Fig. 1: run 1, routed metal, one color a layer
Bar = 20 µm. Two of the layers only.
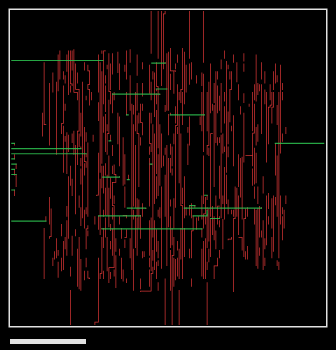
Fig. 2: run 1, cells colored by class
Bar = 20 µm. Fill, decap, tap and diode cells in gray.
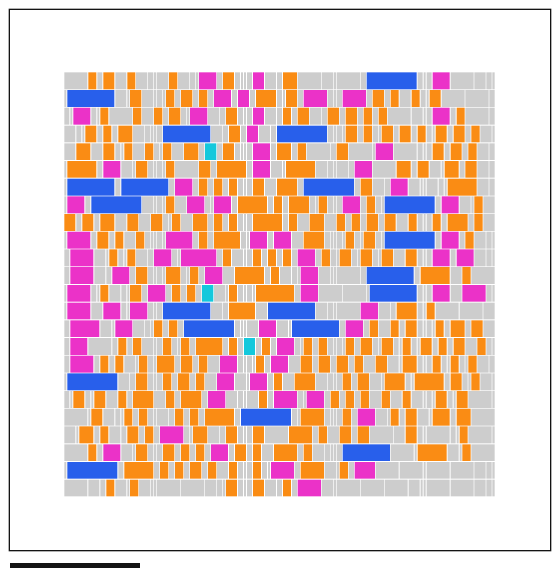
Fig. 3: run 1, sequential cells colored by netlist name
Bar = 20 µm. Other cells in gray.
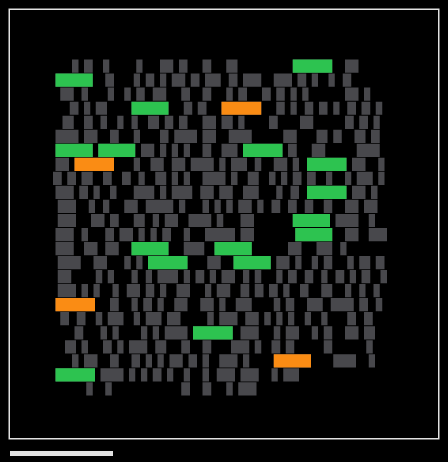
Fig. 4: run 1, local utilization
8 x 8 tiles, from black (low) to pale yellow (high), 0 to 100% covered.
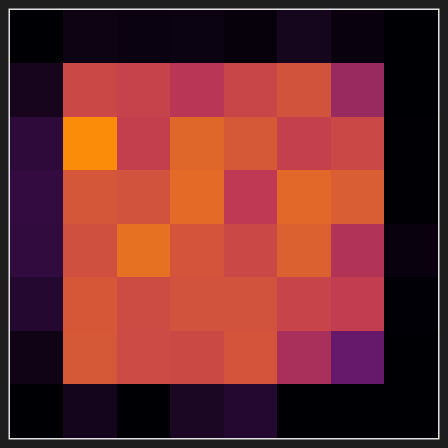
===== config.mk =====
export PLATFORM = sky130hd
export DESIGN_NAME = qp_file_multi
export DESIGN_NICKNAME = d
export VERILOG_FILES = /design/src/rtl/qp_pkg.sv /design/src/rtl/qp_cell.sv /design/src/rtl/qp_file_multi.sv
export SDC_FILE = /design/constraint.sdc
export NUM_CORES = 1
export LEC_CHECK = 0
export ABC_AREA = 1
export CELL_PAD_IN_SITES_DETAIL_PLACEMENT = 1
export CELL_PAD_IN_SITES_GLOBAL_PLACEMENT = 1
export CORE_MARGIN = 8
export CORE_UTILIZATION = 38
export CTS_BUF_LIST = sky130_fd_sc_hd__clkbuf_2
export DETAILED_ROUTE_END_ITERATION = 10
export PLACE_DENSITY_LB_ADDON = 0.1
export SKIP_LAST_GASP = 1
export SLEW_MARGIN = 30
export SYNTH_ARGS = -nofsm -noshare
export SYNTH_HDL_FRONTEND = slang
export SYNTH_SLANG_ARGS = --single-unit
export TNS_END_PERCENT = 1

===== constraint.sdc =====
create_clock -name clk -period 1.7 [get_ports clk]
set_clock_uncertainty 0.05 [all_clocks]
set_input_delay 0.51 -clock clk [delete_from_list [all_inputs] [get_ports clk]]
set_output_delay 0.51 -clock clk [all_outputs]
set_load 0.01 [all_outputs]

===== src/rtl/qp_pkg.sv =====
// rtl/qp_pkg.sv - shared step-direction constants and modulo-depth step helper for the queue-pointer file.
package qp_pkg;

  localparam logic QDIR_UP = 1'b0;
  localparam logic QDIR_DN = 1'b1;

  // Widest pointer the helper supports; cells zero-extend into this width.
  localparam int QP_MAX_W = 16;
  localparam logic [QP_MAX_W:0] QP_ONE = (QP_MAX_W+1)'(1);

  // Returns {wrap, next}; the compare against depth is explicit so that
  // DEPTH < 2**QP_W wraps correctly without relying on natural overflow.
  function automatic logic [QP_MAX_W+1:0] qp_step(input logic [QP_MAX_W:0] p,
                                                  input logic             dir,
                                                  input logic [QP_MAX_W:0] depth);
    logic             wrap;
    logic [QP_MAX_W:0] nxt;
    if (dir == QDIR_UP) begin
      wrap = (p == depth - QP_ONE);
      nxt  = wrap ? '0 : p + QP_ONE;
    end else begin
      wrap = (p == '0);
      nxt  = wrap ? depth - QP_ONE : p - QP_ONE;
    end
    return {wrap, nxt};
  endfunction

endpackage


===== src/rtl/qp_cell.sv =====
// rtl/qp_cell.sv - one task's pointer register and sticky wrap flag with load/step logic.
// Optional shadow snapshot/restore under QP_FILE_SNAPSHOT_EN.
module qp_cell
  import qp_pkg::*;
#(
  parameter int QP_W   = 4,
  parameter int DEPTH  = 16,
  parameter int RST_QP = 0
) (
  input  logic            clk,
  input  logic            rst,
  input  logic            hold,
`ifdef QP_FILE_SNAPSHOT_EN
  input  logic            snap,
  input  logic            restore,
`endif
  input  logic            ld,
  input  logic            st,
  input  logic            dir,
  input  logic [QP_W-1:0] ld_qp,
  output logic [QP_W-1:0] qp,
  output logic            wrap
);

  localparam logic [QP_W-1:0] RST_V = QP_W'(RST_QP);

  logic [QP_W-1:0]     qp_q, qp_d;
  logic                wrap_q, wrap_d;
  logic [QP_MAX_W+1:0] step_res;
  logic [QP_W-1:0]     step_qp;
  logic                step_wrap;
  logic                unused_step_hi;

  assign step_res       = qp_step((QP_MAX_W+1)'(qp_q), dir, (QP_MAX_W+1)'(DEPTH));
  assign step_wrap      = step_res[QP_MAX_W+1];
  assign step_qp        = step_res[QP_W-1:0];
  assign unused_step_hi = ^step_res[QP_MAX_W:QP_W];

  // A legal load always beats a step and clears the sticky flag.
  always_comb begin
    qp_d   = qp_q;
    wrap_d = wrap_q;
    if (ld) begin
      qp_d   = ld_qp;
      wrap_d = 1'b0;
    end else if (st) begin
      qp_d   = step_qp;
      wrap_d = wrap_q | step_wrap;
    end
  end

`ifdef QP_FILE_SNAPSHOT_EN
  logic [QP_W-1:0] sh_qp_q;
  logic            sh_wrap_q;

  always_ff @(posedge clk) begin
    if (rst) begin
      qp_q      <= RST_V;
      wrap_q    <= 1'b0;
      sh_qp_q   <= RST_V;
      sh_wrap_q <= 1'b0;
    end else if (!hold) begin
      if (restore) begin
        qp_q   <= sh_qp_q;
        wrap_q <= sh_wrap_q;
      end else begin
        if (snap) begin
          sh_qp_q   <= qp_q;
          sh_wrap_q <= wrap_q;
        end
        qp_q   <= qp_d;
        wrap_q <= wrap_d;
      end
    end
  end
`else
  always_ff @(posedge clk) begin
    if (rst) begin
      qp_q   <= RST_V;
      wrap_q <= 1'b0;
    end else if (!hold) begin
      qp_q   <= qp_d;
      wrap_q <= wrap_d;
    end
  end
`endif

  assign qp   = qp_q;
  assign wrap = wrap_q;

endmodule


===== src/rtl/qp_file_multi.sv =====
// rtl/qp_file_multi.sv - multi-task queue-pointer register file: selector decode, read mux, illegal-load error.
// Optional snap/restore ports under QP_FILE_SNAPSHOT_EN.
module qp_file_multi
  import qp_pkg::*;
#(
  parameter int TASKS  = 4,
  parameter int QP_W   = 4,
  parameter int DEPTH  = 16,
  parameter int RST_QP = 0,
  localparam int TS_W  = (TASKS > 1) ? $clog2(TASKS) : 1
) (
  input  logic             clk,
  input  logic             rst,
`ifdef QP_FILE_SNAPSHOT_EN
  input  logic             snap,
  input  logic             restore,
`endif
  input  logic [TS_W-1:0]  r_ts,
  input  logic [TS_W-1:0]  w_ts,
  input  logic             hold,
  input  logic             ws,
  input  logic             rs,
  input  logic             q_dir,
  input  logic [QP_W-1:0]  i_qp,
  output logic [QP_W-1:0]  o_qp,
  output logic [TASKS-1:0] o_wrap,
  output logic             o_err
);

  logic [QP_W-1:0] qp_all [TASKS];
  logic            ld_legal;
  logic            err_q;

  // Widened compare so DEPTH == 2**QP_W is representable.
  assign ld_legal = ({1'b0, i_qp} < (QP_W+1)'(DEPTH));

  for (genvar t = 0; t < TASKS; t++) begin : g_cell
    qp_cell #(
      .QP_W  (QP_W),
      .DEPTH (DEPTH),
      .RST_QP(RST_QP)
    ) u_cell (
      .clk    (clk),
      .rst    (rst),
      .hold   (hold),
`ifdef QP_FILE_SNAPSHOT_EN
      .snap   (snap),
      .restore(restore),
`endif
      .ld     (ws & ld_legal & (w_ts == TS_W'(t))),
      .st     (rs & (r_ts == TS_W'(t))),
      .dir    (q_dir),
      .ld_qp  (i_qp),
      .qp     (qp_all[t]),
      .wrap   (o_wrap[t])
    );
  end

  // Out-of-range selectors match no cell and read as zero.
  always_comb begin
    o_qp = '0;
    for (int t = 0; t < TASKS; t++) begin
      if (r_ts == TS_W'(t)) o_qp = qp_all[t];
    end
  end

  always_ff @(posedge clk) begin
    if (rst) begin
      err_q <= 1'b0;
    end else if (hold) begin
      err_q <= 1'b0;
    end else begin
      err_q <= ws & ~ld_legal;
    end
  end

  assign o_err = err_q;

endmodule


==> out/qor.rpt, run 1 <==
FLOW RUN
---------------------------------------------------------------------------------
Max capacitance violation total ....................................            0
Stage-log warning count ............................................           32

YOSYS
---------------------------------------------------------------------------------
Chip Area, Yosys ...................................................     1700 µm²
Post-synthesis net count ...........................................          303
Yosys top cell area share ..........................................        23.5%
Number of library cell types mapped by synthesis ...................           28
Asr flop ratio synth ...............................................           0%
Syn Std Cell Area ..................................................     1700 µm²
Per-instance average area after synthesis ..........................     6.06 µm²
Total cells reported by yosys after synthesis ......................          281
Share of the yosys chip area belonging to registers ................        23.5%
#FFs+latches synth .................................................           20
Largest area contributor in the netlist ............................      dfxtp_1
Number of warnings reported in the yosys synthesis log .............            0
Top cells by area .................................................. dfxtp_1 23%, nand2_1 13%, nand3_1 8.2%, a21oi_1 7.9%, inv_1 7.0%

CLOCKING
---------------------------------------------------------------------------------
Bufs on Longest Clock Path .........................................            2
CTS H-Tree Depth ...................................................            1
Late-Pin Clk Latency ...............................................       330 ps
Register clock-pin slew on the reported worst setup and hold paths .       200 ps
Clock Sink Count ...................................................           20
Buffer type at the clock tree root .................................     clkbuf_2

CRITICAL PATH
---------------------------------------------------------------------------------
Cell type group with the largest total delay on the critical path .. buffers and inverters
Timing startpoint of the critical path .............................      r_ts[1]
Critical R2R Launch ................................................ g_cell[2].u_cell.qp[1]$_SDFFE_PP0P_
Data arrival time of the worst path ................................      1300 ps
Worst stage delay on the critical path .............................       210 ps
Register-to-Register Setup Slack ...................................       120 ps
R2r worst-path depth ...............................................            9
Cell breakdown of the critical path ................................ buf_8 > nor2_4 > inv_2 > o22ai_2 > a21oi_2 > o21ai_1 > buf_2
Capture point of the worst path ....................................      o_qp[1]
Critical R2R Capture ............................................... g_cell[2].u_cell.qp[0]$_SDFFE_PP0P_
Worst EP required ..................................................      1140 ps
Element type at the critical path start ............................ primary input
WP buf/inv .........................................................            3
Start-to-end type of the worst setup path ..........................    in -> out
Top fanout value on the critical path ..............................            4
Worst path slowest cell ............................................      o22ai_2

FINAL LAYOUT
---------------------------------------------------------------------------------
Share of final layout cell area taken by non-clock buffers .........        23.8%
Fraction of area in multi-input gates ..............................        48.9%
Top class by area .................................................. combinational gates
Number of buffers outside the clock class in the layout ............           69
Register cell area after layout ....................................      413 µm²
Flop share of the area .............................................        17.6%
# nets final .......................................................          366
Number of filler cells placed in the layout ........................          596
Final-layout clock buffer total ....................................            3
Share of cells above drive strength 1 ..............................        29.5%
Area taken by multi-input logic gates ..............................     1150 µm²
Flop count .........................................................           20
Number of logic gates ..............................................          211

POWER
---------------------------------------------------------------------------------
Power in combinational cells .......................................   0.000483 W
Top power consumer group ...........................................    registers
Total power density per cell area ..................................   512 nW/µm²
Combinational group share of total power ...........................        40.1%
Relative contribution of the clock network to total power ..........        17.3%
P_seq ..............................................................   0.000512 W
Switching Power ....................................................   0.000443 W
Proportion of power drawn by flip-flops and latches ................        42.6%
Sw Share ...........................................................        36.8%

ROUTING
---------------------------------------------------------------------------------
DRT Wirelength .....................................................      6120 µm
Total iterations of the first detailed-routing run .................            4
DR DRC count .......................................................            0
Iteration-0 DRC count of the detailed router .......................           88
Vias per std cell ..................................................         5.26

TIMING
---------------------------------------------------------------------------------
Final period util ..................................................         109%
Fin worst setup slack ..............................................      -159 ps
Final setup fails ..................................................            6
Number of failing hold endpoints at the final stage ................            0
Highest clock frequency the design can meet ........................      538 MHz
Final worst hold slack .............................................       474 ps
Max-slew violation total from the final report .....................            0
Min Clock Period, post-route .......................................      1860 ps

DIE
---------------------------------------------------------------------------------
Vertical die size ..................................................      83.0 µm
Chip Area ..........................................................     6880 µm²
Number of ports placed on the die boundary .........................           23
Horizontal extent of the die .......................................      83.0 µm

PLACE
---------------------------------------------------------------------------------
Number of buffer cells added on primary ports ......................           21
Routability-driven placement congestion ratio ......................        0.838

RUN STATUS
---------------------------------------------------------------------------------
Outcome ............................................................ finished, violations left
Failing checks ..................................................... setup timing

GLOBAL ROUTE
---------------------------------------------------------------------------------
Pin count of the biggest net entering global routing ...............           11
Number of global-route vias before repair ..........................         2190
Sum of overflow across all layers after global routing .............            0
Initial antenna violation count ....................................            0

MIN PATH
---------------------------------------------------------------------------------
Classification of the worst-slack hold path ........................   reg -> reg

Back to the opening pictures, Fig. 1:
- met2: red (wire length 3090 µm)
- met3: green (wire length 193 µm)
routed wirelength normalized by instance count: 15.5 µm
Total Routing Usage GR: 17.8%
via total after detailed routing: 2071

Back to the opening pictures, Fig. 2:
- cells driving clock nets: cyan (cells 3; share of their area 0.66%)
- other buffers and delay cells: magenta (cells 69; share of their area 24%)
- flip-flops: blue (cells 20; share of their area 18%)
- all other logic: orange (cells 250; share of their area 57%)
num rows: 24
Post-Layout Inst Area: 2350 µm²

Back to the opening pictures, Fig. 3:
- `g_cell.u_cell.qp`: green (sequential cells 16)
- `g_cell.u_cell.wrap`: orange (sequential cells 4)

Back to the opening pictures, Fig. 4:
- mean over tiles: 33%
- fullest tile: 75%
- nearly empty tiles: 20%
Std-Cell Core Area: 4320 µm²
fraction of the core area occupied by cells at floorplan: 39.4%

run 1: placed cells by master (no fill, tap or decap), drive strengths merged:
cell	netlist	final
nand2	58	58
buf	8	54
inv	39	39
nand3	32	32
nor2	32	32
a21oi	27	27
o21ai	22	22
dfxtp	20	20
clkdlybuf4s50	0	13
nand4	10	10
ha	8	8
nor3	5	5
o22ai	4	4
xor2	3	3
xnor2	3	3
clkbuf	3	3
a31oi	2	2
and2	1	1
o31ai	1	1
a211oi	1	1
or2	1	1
conb	1	1
dlymetal6s2s	0	1
dlygate4sd2	0	1
run 1: metrics by stage:
step                      instance area, µm²  setup TNS, ps  cells  utilization, %  setup WS, ps
after floorplan                         1700              0    281               -           112
after global placement                  2260          -8570    389            52.3          -961
after detailed placement                2260          -9470    389            52.3         -1030
after CTS                               2280           -860    393            52.7          -131
after global routing                    2350          -1120    394            54.3          -213
final                                   2350           -678    394            54.3          -159
run 1: worst min path at each step:
stage                     slack, ps                                   to                                 from  cells past startpoint
after global routing            490   g_cell[1].u_cell.wrap$_SDFFE_PP0P_   g_cell[1].u_cell.wrap$_SDFFE_PP0P_                      2
after global placement          460   g_cell[1].u_cell.wrap$_SDFFE_PP0P_   g_cell[1].u_cell.wrap$_SDFFE_PP0P_                      2
after detailed placement        450   g_cell[2].u_cell.wrap$_SDFFE_PP0P_   g_cell[2].u_cell.wrap$_SDFFE_PP0P_                      2
final                           470   g_cell[2].u_cell.wrap$_SDFFE_PP0P_   g_cell[2].u_cell.wrap$_SDFFE_PP0P_                      2
after CTS                       480   g_cell[1].u_cell.wrap$_SDFFE_PP0P_   g_cell[1].u_cell.wrap$_SDFFE_PP0P_                      2
after floorplan                 430  g_cell[0].u_cell.qp[2]$_SDFFE_PP0P_  g_cell[0].u_cell.qp[2]$_SDFFE_PP0P_                      2
run 1: layer usage:
layer  routed length, µm  GRT usage [%]  up-vias
met2                3090           31.1       37
met4                 125           6.23        0
met3                 192           2.15       11
li1                    -              -     1047
met1                2710           21.5      976
met5                   0              0        -
run 1: sequential cells by signal, summed over array words and instances, names as in the netlist:
signal,cells
g_cell.u_cell.qp,16
g_cell.u_cell.wrap,4
run 1: logic make-up (layout without fill, tap and decap cells):
family,Yosys count,in the layout,synth area share [%]
AND-OR/OR-AND,57,57,18.6
XOR/XNOR,6,6,3.08
other,1,1,0.220
buffers and inverters,50,111,12.3
AND/OR/NAND/NOR,139,139,36.4
adder cells (fa/ha/maj),8,8,5.87
flip-flops,20,20,23.5
run 1: cells in the mapped netlist (4+ instances only):
cell	number
ha_1	8
o22ai_1	4
inv_1	32
o21ai_0	13
dfxtp_1	20
nand2_1	58
a21oi_1	27
nor2_1	31
nor3_1	5
nand3_1	28
o21ai_1	6
nand3_2	4
buf_4	5
nand4_1	10
inv_2	7
run 1: repair_timing:
| action | 4_1_cts | 5_1_grt |
|---|---|---|
| pin swaps | 2 | 4 |
| gates cloned | 0 | 0 |
| endpoints found under the setup margin | 10 | 12 |
| gates resized | 41 | 28 |
| buffers inserted | 1 | 1 |
==> run 1 -> run 2 <==
--- a/config.mk
+++ b/config.mk
@@ -12,6 +12,7 @@
 export CORE_UTILIZATION = 38
 export CTS_BUF_LIST = sky130_fd_sc_hd__clkbuf_2
 export DETAILED_ROUTE_END_ITERATION = 10
+export MAX_ROUTING_LAYER = met4
 export PLACE_DENSITY_LB_ADDON = 0.1
 export SKIP_LAST_GASP = 1
 export SLEW_MARGIN = 30
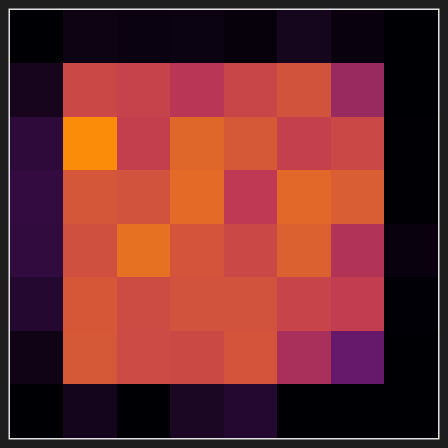
Fig. 5. Local utilization (run 2).
8 x 8 tiles, from black (low) to pale yellow (high), 0 to 100% covered.
- fullest tile: 75%
- densest ninth of the die: center
- emptiest ninth of the die: lower right
- nearly empty tiles: 20%
- mean over tiles: 33%
final design utilization: 54.3%

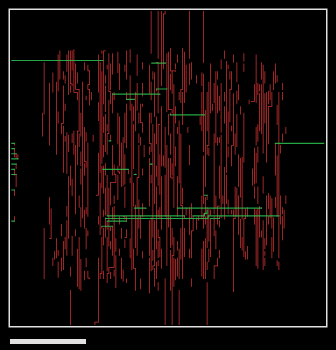
Fig. 6. Routed metal, one color a layer (run 2).
Bar = 20 µm. Two of the layers only.
- met2: red (wire length 3090 µm)
- met3: green (wire length 190 µm)
via total after detailed routing: 2080
DRT Wirelength: 6150 µm
routed wirelength normalized by instance count: 15.6 µm
Total Routing Usage GR: 18.2%

==> run 2 against run 1 <==
Against the previous run: the flow still finishes with violations (setup timing); setup slack worse by 11 ps; clock power about the same; sequential share of layout area unchanged; routed wire length up 0.41%; utilization unchanged; via count up 0.43%; final area unchanged; fmax down 0.58%; total power up 0.31%; register-to-register slack about the same; synthesized cell count unchanged; sequential cell count unchanged.
==> out/qor.rpt, run 2 <==
DIE
---------------------------------------------------------------------------------
Std-Cell Core Area .................................................     4320 µm²
Horizontal extent of the die .......................................      83.0 µm
Vertical die size ..................................................      83.0 µm
Fraction of the core area occupied by cells at floorplan ...........        39.4%
Chip Area ..........................................................     6880 µm²
Number of ports placed on the die boundary .........................           23
Num rows ...........................................................           24

PLACE
---------------------------------------------------------------------------------
Worst-case setup slack after placement .............................     -1030 ps
Post-DP HPWL .......................................................      4940 µm
Total placed cells including tap cells .............................          389
Routability-driven placement congestion ratio ......................        0.851
Number of buffer cells added on primary ports ......................           21

CRITICAL PATH
---------------------------------------------------------------------------------
R2r worst-path depth ...............................................            9
Critical R2R Launch ................................................ g_cell[2].u_cell.qp[1]$_SDFFE_PP0P_
Register-to-Register Setup Slack ...................................       120 ps
Critical R2R Capture ............................................... g_cell[2].u_cell.qp[0]$_SDFFE_PP0P_
Worst stage delay on the critical path .............................       210 ps
Worst path slowest cell ............................................      o22ai_2
Element type at the critical path start ............................ primary input
Worst EP required ..................................................      1140 ps
Cell breakdown of the critical path ................................ buf_8 > nor2_4 > inv_2 > o22ai_2 > a21oi_2 > o21ai_1 > buf_2
Data arrival time of the worst path ................................      1310 ps
Top fanout value on the critical path ..............................            4
Start-to-end type of the worst setup path ..........................    in -> out
Critical Path Sink Type ............................................ primary output

ROUTING
---------------------------------------------------------------------------------
Post-DRT Antenna Nets ..............................................            0
Total iterations of the first detailed-routing run .................            4
DR DRC count .......................................................            0
Iteration-0 DRC count of the detailed router .......................           98
Vias per std cell ..................................................         5.28

TIMING
---------------------------------------------------------------------------------
Final setup fails ..................................................            6
Number of failing hold endpoints at the final stage ................            0
RSZ-0062 raised after global routing ...............................          yes
Min Clock Period, post-route .......................................      1870 ps
Max-slew violation total from the final report .....................            0
Final period util ..................................................         110%
Fin worst setup slack ..............................................      -169 ps
Highest clock frequency the design can meet ........................      535 MHz
Setup_tns ..........................................................      -701 ps

POWER
---------------------------------------------------------------------------------
Relative contribution of the clock network to total power ..........        17.5%
Switching Power ....................................................   0.000447 W
Design internal power ..............................................   0.000760 W
Total power density per cell area ..................................   514 nW/µm²
Sw Share ...........................................................        37.0%
Total Power Consumption ............................................    0.00121 W
Maximum resistive drop on vdd ......................................     0.342 mV
Combinational group share of total power ...........................        40.1%
Proportion of power drawn by flip-flops and latches ................        42.5%
Static power due to leakage ........................................      1.13 nW

FINAL LAYOUT
---------------------------------------------------------------------------------
# nets final .......................................................          366
Number of flip-flops under the largest register name ...............           16
Most frequent logic cell in the layout .............................      nand2_1
Final Instance Count excl. Fillers .................................          394
Synthesis-to-finish area growth ....................................        37.8%
Number of antenna diodes ...........................................            0
Leading cell types in the layout, fill and taps excluded ........... 58 x nand2_1, 48 x buf_4, 28 x nand3_1, 28 x nor2_1, 25 x a21oi_1
Share of cells above drive strength 1 ..............................        29.5%

YOSYS
---------------------------------------------------------------------------------
Largest area contributor in the netlist ............................      dfxtp_1
Yosys top cell area share ..........................................        23.5%
Most common cell in the netlist ....................................      nand2_1
Asr flop ratio synth ...............................................           0%
Per-instance average area after synthesis ..........................     6.06 µm²
#FFs+latches synth .................................................           20
Chip Area, Yosys ...................................................     1700 µm²
Commonest cells in the netlist ..................................... 58 x nand2_1, 32 x inv_1, 31 x nor2_1
Synthesized instance count .........................................          281
Syn Std Cell Area ..................................................     1700 µm²
Post-synthesis net count ...........................................          303
Number of warnings reported in the yosys synthesis log .............            0
Number of library cell types mapped by synthesis ...................           28
Share of the yosys chip area belonging to registers ................        23.5%
Number of synthesized flops with an enable pin .....................            0
Top cells by area .................................................. dfxtp_1 23%, nand2_1 13%, nand3_1 8.2%, a21oi_1 7.9%, inv_1 7.0%
Most instantiated flip-flop cell in the synthesis netlist ..........      dfxtp_1
Total cells reported by yosys after synthesis ......................          281

MIN PATH
---------------------------------------------------------------------------------
Cell count of the worst hold path ..................................            2
Classification of the worst-slack hold path ........................   reg -> reg
Min-Delay Startpoint ............................................... g_cell[2].u_cell.wrap$_SDFFE_PP0P_
End point of the worst hold path ................................... g_cell[2].u_cell.wrap$_SDFFE_PP0P_

GLOBAL ROUTE
---------------------------------------------------------------------------------
Number of global-route vias before repair ..........................         2191
Global-route wire length before repair .............................     10400 µm
Initial antenna violation count ....................................            0
Pin count of the biggest net entering global routing ...............           11
Sum of overflow across all layers after global routing .............            0

CLOCKING
---------------------------------------------------------------------------------
Register clock-pin slew on the reported worst setup and hold paths .       210 ps
Buffer type at the clock tree root .................................     clkbuf_2
Late-Pin Clk Latency ...............................................       330 ps
CTS tree ...........................................................         done
Bufs on Longest Clock Path .........................................            2
Post-cts hold buffer count .........................................            0
Clock Sink Count ...................................................           20
CTS H-Tree Depth ...................................................            1
TritonCTS buffer count .............................................            3

FLOW RUN
---------------------------------------------------------------------------------
Max capacitance violation total ....................................            0
Stage-log warning count ............................................           32

RUN STATUS
---------------------------------------------------------------------------------
Failing checks ..................................................... setup timing
Outcome ............................................................ finished, violations left

-- run 2: cell counts in the layout (fill, tap and decap cells not counted) --
No cell type changed its count.
-- run 2: layout make-up --
class / instances / area, µm²
Clock buffer: 3 / 15.0
Fill cell: 596 / 1980
Inverter: 39 / 149
Multi-Input combinational cell: 211 / 1150
Sequential cell: 20 / 413
Tap cell: 52 / 65.1
Timing Repair Buffer: 69 / 558
-- run 2: cells by family (layout without fill, tap and decap cells) --
group | after synthesis | count (layout) | synth area share [%]
compound gates | 57 | 57 | 18.6
xor+xnor | 6 | 6 | 3.08
fa+ha+maj | 8 | 8 | 5.87
buf+inv | 50 | 111 | 12.3
flops | 20 | 20 | 23.5
other cells | 1 | 1 | 0.220
simple gates | 139 | 139 | 36.4
-- run 2: repair_timing --
item,in CTS,in global routing
setup buffers,1,1
pin swaps,2,4
cloned,0,0
resized,41,28
endpoints found under the hold margin,0,0
endpoints found under the setup margin,10,12
-- run 2: critical path, delay by kind of cell --
family                 cells  cell delay (ps)
AOI/OAI and AO/OA          3              330
buffers and inverters      3              340
and+or+nand+nor            1              120
-- run 2: worst max-delay path by stage --
| stage | startpoint | slack [ps] | to | depth (start not counted) |
|---|---|---|---|---|
| floorplan | r_ts[1] | 110 | o_qp[3] | 5 |
| global placement | r_ts[0] | -960 | o_qp[0] | 8 |
| detailed placement | r_ts[0] | -1030 | o_qp[1] | 8 |
| CTS | g_cell[1].u_cell.qp[0]$_SDFFE_PP0P_ | -130 | o_qp[0] | 5 |
| global route | r_ts[1] | -210 | o_qp[1] | 7 |
| finish | r_ts[1] | -170 | o_qp[1] | 7 |
-- run 2: per-layer routing --
layer,wire (µm),global-route usage [%],vias up
li1,-,-,1049
met1,2740,21.8,982
met2,3090,31.1,38
met3,189,1.66,11
met4,127,6.23,0
met5,0,-,-
-- run 2: power groups by stage --
stage	Combinational, W	Clock (W)	Sequential (W)
after floorplan	0.000248	0	0.000524
after global placement	0.000454	0	0.000517
after detailed placement	0.000465	0	0.000518
after CTS	0.000467	0.000221	0.000509
after global routing	0.000539	0.000238	0.000516
final	0.000484	0.000211	0.000512
-- run 2: metrics by stage --
step / hold WS [ps] / instance area [µm²]
floorplan: 432 / 1700
global placement: 457 / 2260
detailed placement: 452 / 2260
CTS: 478 / 2280
global route: 487 / 2350
finish: 475 / 2350
Power figures rest on the tool's default switching activity, not on a simulated workload.
